**config.mk**
```make
export PLATFORM = sky130hd
export DESIGN_NAME = cdc_toggle_tx_flat
export DESIGN_NICKNAME = d
export VERILOG_FILES = /design/src/rtl/cdc_toggle_tx_if.sv /design/src/rtl/cdc_toggle_tx.sv /design/src/flat_wrapper.sv
export SDC_FILE = /design/constraint.sdc
export NUM_CORES = 1
export LEC_CHECK = 0
export CORE_AREA = 2 2 43 45
export DETAILED_ROUTE_END_ITERATION = 6
export DIE_AREA = 0 0 45 47
export PLACE_DENSITY = 0.68
export SLEW_MARGIN = 5
export SYNTH_ARGS = -nofsm -noshare
export SYNTH_HDL_FRONTEND = slang
export SYNTH_SLANG_ARGS = --single-unit
```
**constraint.sdc**
```tcl
create_clock -name clk_a -period 1.72 [get_ports clk_a]
set_input_delay 0.172 -clock clk_a [delete_from_list [all_inputs] [get_ports clk_a]]
set_output_delay 0.172 -clock clk_a [all_outputs]
set_load 0.005 [all_outputs]
```
**src/rtl/cdc_toggle_tx_if.sv**
```systemverilog
// Upstream valid/ready word handshake into the toggle-CDC source stage.
interface cdc_toggle_tx_if #(
    parameter int unsigned WIDTH = 8
);
    logic             s_valid;
    logic [WIDTH-1:0] s_data;
    logic             s_ready;

    modport master (output s_valid, output s_data, input  s_ready);
    modport slave  (input  s_valid, input  s_data, output s_ready);
endinterface

```
**src/rtl/cdc_toggle_tx.sv**
```systemverilog
// Source-domain launcher for the toggle CDC: one cntl_a toggle per accepted word, data_a held for HOLD_CYCLES.
// Optional saturating stall counter enabled by `define CDC_TX_STALL_CNT_EN.
module cdc_toggle_tx #(
    parameter int unsigned WIDTH       = 8,
    parameter int unsigned HOLD_CYCLES = 8,
    parameter int unsigned STALL_W     = 16
) (
    input  logic             clk_a,
    input  logic             rst_n_a,
    cdc_toggle_tx_if.slave   s_if,
    output logic [WIDTH-1:0] data_a,
    output logic             cntl_a
`ifdef CDC_TX_STALL_CNT_EN
    ,
    output logic [STALL_W-1:0] stall_cnt
`endif
);

    localparam int unsigned CNT_W = $clog2(HOLD_CYCLES + 1);

    typedef enum logic {
        ST_IDLE = 1'b0,
        ST_HOLD = 1'b1
    } state_t;

    state_t           r_state, w_state_nxt;
    logic [CNT_W-1:0] r_cnt,   w_cnt_nxt;
    logic             r_ready, w_ready_nxt;
    logic [WIDTH-1:0] r_data,  w_data_nxt;
    logic             r_cntl,  w_cntl_nxt;

    // State and output registers; all outputs come straight from here.
    always_ff @(posedge clk_a or negedge rst_n_a) begin
        if (!rst_n_a) begin
            r_state <= ST_IDLE;
            r_cnt   <= '0;
            r_ready <= 1'b0;
            r_data  <= '0;
            r_cntl  <= 1'b0;
        end else begin
            r_state <= w_state_nxt;
            r_cnt   <= w_cnt_nxt;
            r_ready <= w_ready_nxt;
            r_data  <= w_data_nxt;
            r_cntl  <= w_cntl_nxt;
        end
    end

    // IDLE with ready low only happens on the first edge out of reset.
    always_comb begin
        w_state_nxt = r_state;
        w_cnt_nxt   = r_cnt;
        w_ready_nxt = r_ready;
        w_data_nxt  = r_data;
        w_cntl_nxt  = r_cntl;
        case (r_state)
            ST_IDLE: begin
                if (!r_ready) begin
                    w_ready_nxt = 1'b1;
                end else if (s_if.s_valid) begin
                    w_data_nxt  = s_if.s_data;
                    w_cntl_nxt  = ~r_cntl;
                    w_ready_nxt = 1'b0;
                    w_cnt_nxt   = CNT_W'(HOLD_CYCLES - 1);
                    w_state_nxt = ST_HOLD;
                end
            end
            ST_HOLD: begin
                if (r_cnt != '0) begin
                    w_cnt_nxt = r_cnt - CNT_W'(1);
                end else begin
                    w_ready_nxt = 1'b1;
                    w_state_nxt = ST_IDLE;
                end
            end
        endcase
    end

    assign s_if.s_ready = r_ready;
    assign data_a       = r_data;
    assign cntl_a       = r_cntl;

`ifdef CDC_TX_STALL_CNT_EN
    logic [STALL_W-1:0] r_stall;

    // Counts edges where upstream offers a word we cannot take; sticks at all-ones.
    always_ff @(posedge clk_a or negedge rst_n_a) begin
        if (!rst_n_a) begin
            r_stall <= '0;
        end else if (s_if.s_valid && !r_ready && (r_stall != '1)) begin
            r_stall <= r_stall + STALL_W'(1);
        end
    end

    assign stall_cnt = r_stall;
`endif

endmodule
```
**src/flat_wrapper.sv**
```systemverilog
// flat-port wrapper written by rule: the top's interface ports become plain ports
module cdc_toggle_tx_flat 
#(
    parameter int unsigned WIDTH       = 8,
    parameter int unsigned HOLD_CYCLES = 8,
    parameter int unsigned STALL_W     = 16
)
  (clk_a, rst_n_a, data_a, cntl_a, s_if_s_valid, s_if_s_data, s_if_s_ready);
  cdc_toggle_tx_if #(.WIDTH(WIDTH)) s_if_i ();
  input  logic clk_a;
  input  logic rst_n_a;
  output logic [WIDTH-1:0] data_a;
  output logic cntl_a;
  input wire logic [$bits(s_if_i.s_valid)-1:0] s_if_s_valid;
  input wire logic [$bits(s_if_i.s_data)-1:0] s_if_s_data;
  output wire logic [$bits(s_if_i.s_ready)-1:0] s_if_s_ready;
  assign s_if_i.s_valid = s_if_s_valid;
  assign s_if_i.s_data = s_if_s_data;
  assign s_if_s_ready = s_if_i.s_ready;
  cdc_toggle_tx #(.WIDTH(WIDTH), .HOLD_CYCLES(HOLD_CYCLES), .STALL_W(STALL_W)) u_core (.clk_a(clk_a), .rst_n_a(rst_n_a), .s_if(s_if_i), .data_a(data_a), .cntl_a(cntl_a));
endmodule
```
Fig. 1: cell placement
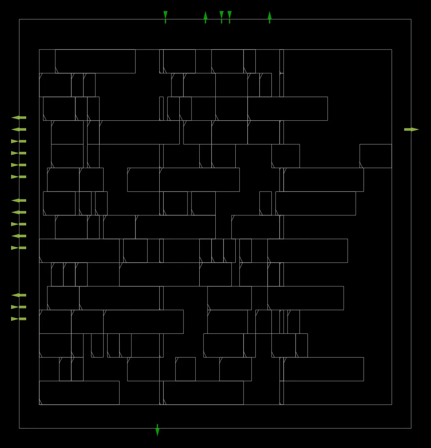
sequential share of cell area: 41.0%
Placeable Area: 1650 um2
final core utilization: 55.5%
flip-flops: 15

Fig. 2: routed metal, one color a layer
Two of the layers only.
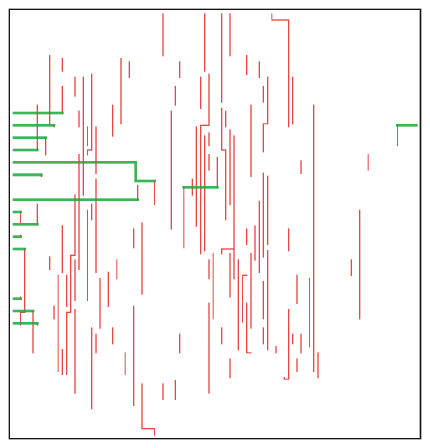
layer	color	wire length
met2	red	604 um
met3	green	65.8 um

Fig. 3: register map, names as in the netlist
Other sequential cells in the stronger gray, the rest of the logic in the fainter gray.
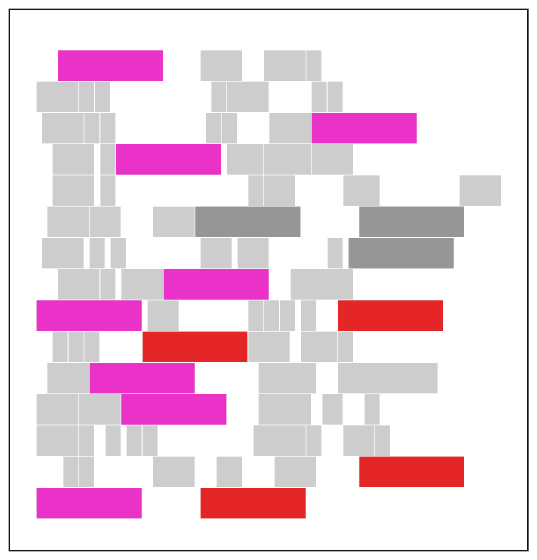
signal	color	flops
u_core.data_a	magenta	8
u_core.r_cnt	red	4
not colored	3
power of the sequential group: 658 uW
Register Area: 375 um2

==> flow_metrics.py <==
# Flow results
metrics = {
    "status": {
        "run_status": "completed",
    },
    "pwr": {
        "p_sw_share_pct": 33.5,
        "power.combinational.fraction_pct": 43.4,
        "reg_power_share_pct": 43.6,
        "power.leakage_uw": 0.000441,
        "largestPowerGroup": "sequential cells",
        "powerClk_uw": 195,
        "vdd.ir_drop.worst_mv": 0.975,
        "power_uw": 1510,
    },
    "synthesis": {
        "postSynth.asyncResetShare_pct": 100,
        "mux_area_share_pct": 5.16,
        "synthMostInstantiatedCell": "nand2_1",
        "edf_count": 0,
        "postSynth.topFlopCell": "dfrtp_1",
        "mappedNetlistArea_um2": 679,
        "ys_chip_area_um2": 679,
        "area_share_of_xor_xnor_cells_in_the_synthesized_design_pct": 1.29,
        "ys.flops": 15,
        "netlist_top_cells_count": "nand2_1, dfrtp_1",
        "yosys.area_share.aoi_pct": 3.50,
        "synth.largest_area_cell": "dfrtp_1",
        "fp_nets": 78,
        "synth.yosys.num_cells": 65,
        "synth.top_cell.area_share_pct": 55.2,
        "ys_warn_count": 0,
        "synth-adder-area-share_pct": 3.68,
        "syn-mean-instance-area_um2": 10.5,
    },
    "detailed_routing": {
        "drt_first_pass_iters": 4,
        "antenna_nets_post_route": 0,
        "wl_per_cell_um": 11.8,
        "highest_layer": "met3",
        "detailroute.wirelength.met2_um": 604,
        "route.met3.wl_um": 65,
        "drt_wl_total_mm": 1.24,
        "drt-vias-per-instance": 4.84,
        "vias": 508,
        "route.detailed.drc": 0,
    },
    "final_layout": {
        "nNonClkInverters": 2,
        "most_frequently_placed_logic_cell_in_the_final_layout": "nand2_1",
        "largest_reg_flops": 8,
        "layout_top_cells": "nand2_1, clkdlybuf4s50_1, dfrtp_1, clkbuf_4",
        "final_nets": 102,
        "clkCellAreaFrac_pct": 2.87,
        "fin_area_um2": 916,
        "final.clkbuf_count": 4,
        "nonClkBufAreaFrac_pct": 22.7,
        "combinational_gate_count": 46,
        "layout.cells.non_filler": 105,
        "combinational_fraction_of_the_cell_area_pct": 30.3,
        "post_route_cells_drive_above_1_share_pct": 11.4,
        "area_growth_pct": 34.8,
    },
    "worst_hold_path": {
        "hold_path_class": "primary input to asynchronous set/reset pin",
    },
    "final_timing": {
        "timing.setup.tns_ns": 0,
        "period_needed_ns": 1.46,
        "hold_ws_ns": 0.200,
        "largest_clock_skew_in_the_final_design_ns": 0.00344,
        "finalHoldViolCount": 0,
        "timing.max_slew.rel_slack_pct": 73.4,
        "maxClockFrequency_ghz": 0.684,
        "finalClockPeriodUsage_pct": 85.0,
        "timing_worst_slew_pin_value_ns": 0.400,
        "worst_slack_ns": 0.258,
    },
    "setup_path": {
        "critical_path_cell_count": 5,
        "slowest_stage": "dfrtp_1",
        "required_ns": 1.88,
        "critical_path_class": "flop to flop",
        "r2r_cells": 5,
        "cp_max_fo": 4,
        "worstReg2RegEnd": "u_core.r_cnt[1]$_DFFE_PN0P_",
        "timing.rr.start": "u_core.r_cnt[0]$_DFFE_PN0P_",
        "cp_num_buf_inv": 1,
        "regToRegSetupSlack_ns": 0.26,
        "crit_path_cell_trace": "inv_1 > ha_1 > nand2b_4 > o21ai_2 > mux2_4",
        "timing.critical_path.from_type": "flop",
        "worst_path_dominant_cell_family": "flip-flops",
    },
    "global_routing": {
        "met1_usage_pct": 18.4,
        "met3_usage_pct": 5.38,
        "grt_pass1_vias": 468,
        "gr-usage-all-layers_pct": 14.0,
        "groute.layer.met2.usage_pct": 21.1,
        "number_of_antenna_violations_at_the_first_check_in_global_routing": 0,
        "grt_start_max_net_pins": 16,
    },
    "floorplanning": {
        "number_of_tap_cells_added_at_floorplan": 17,
        "row_count": 15,
        "chipArea_um2": 2120,
        "dieWidth_um": 45,
        "dieHeight_um": 47,
        "ioPinCount": 21,
    },
    "placement": {
        "dpl-instance-area_um2": 890,
        "dp_hpwl_um": 893,
    },
    "clocking": {
        "clock_tree.root_cell": "clkbuf_4",
        "max-clock-path-buffers": 2,
        "clkSinkCount": 15,
        "clk-insertion-delay-late_ns": 0.27,
        "htree_levels": 1,
        "holdBufCountCts": 0,
    },
    "flow_run": {
        "stage_log_warnings": 27,
    },
}
Power is estimated from default activity; no workload was simulated.
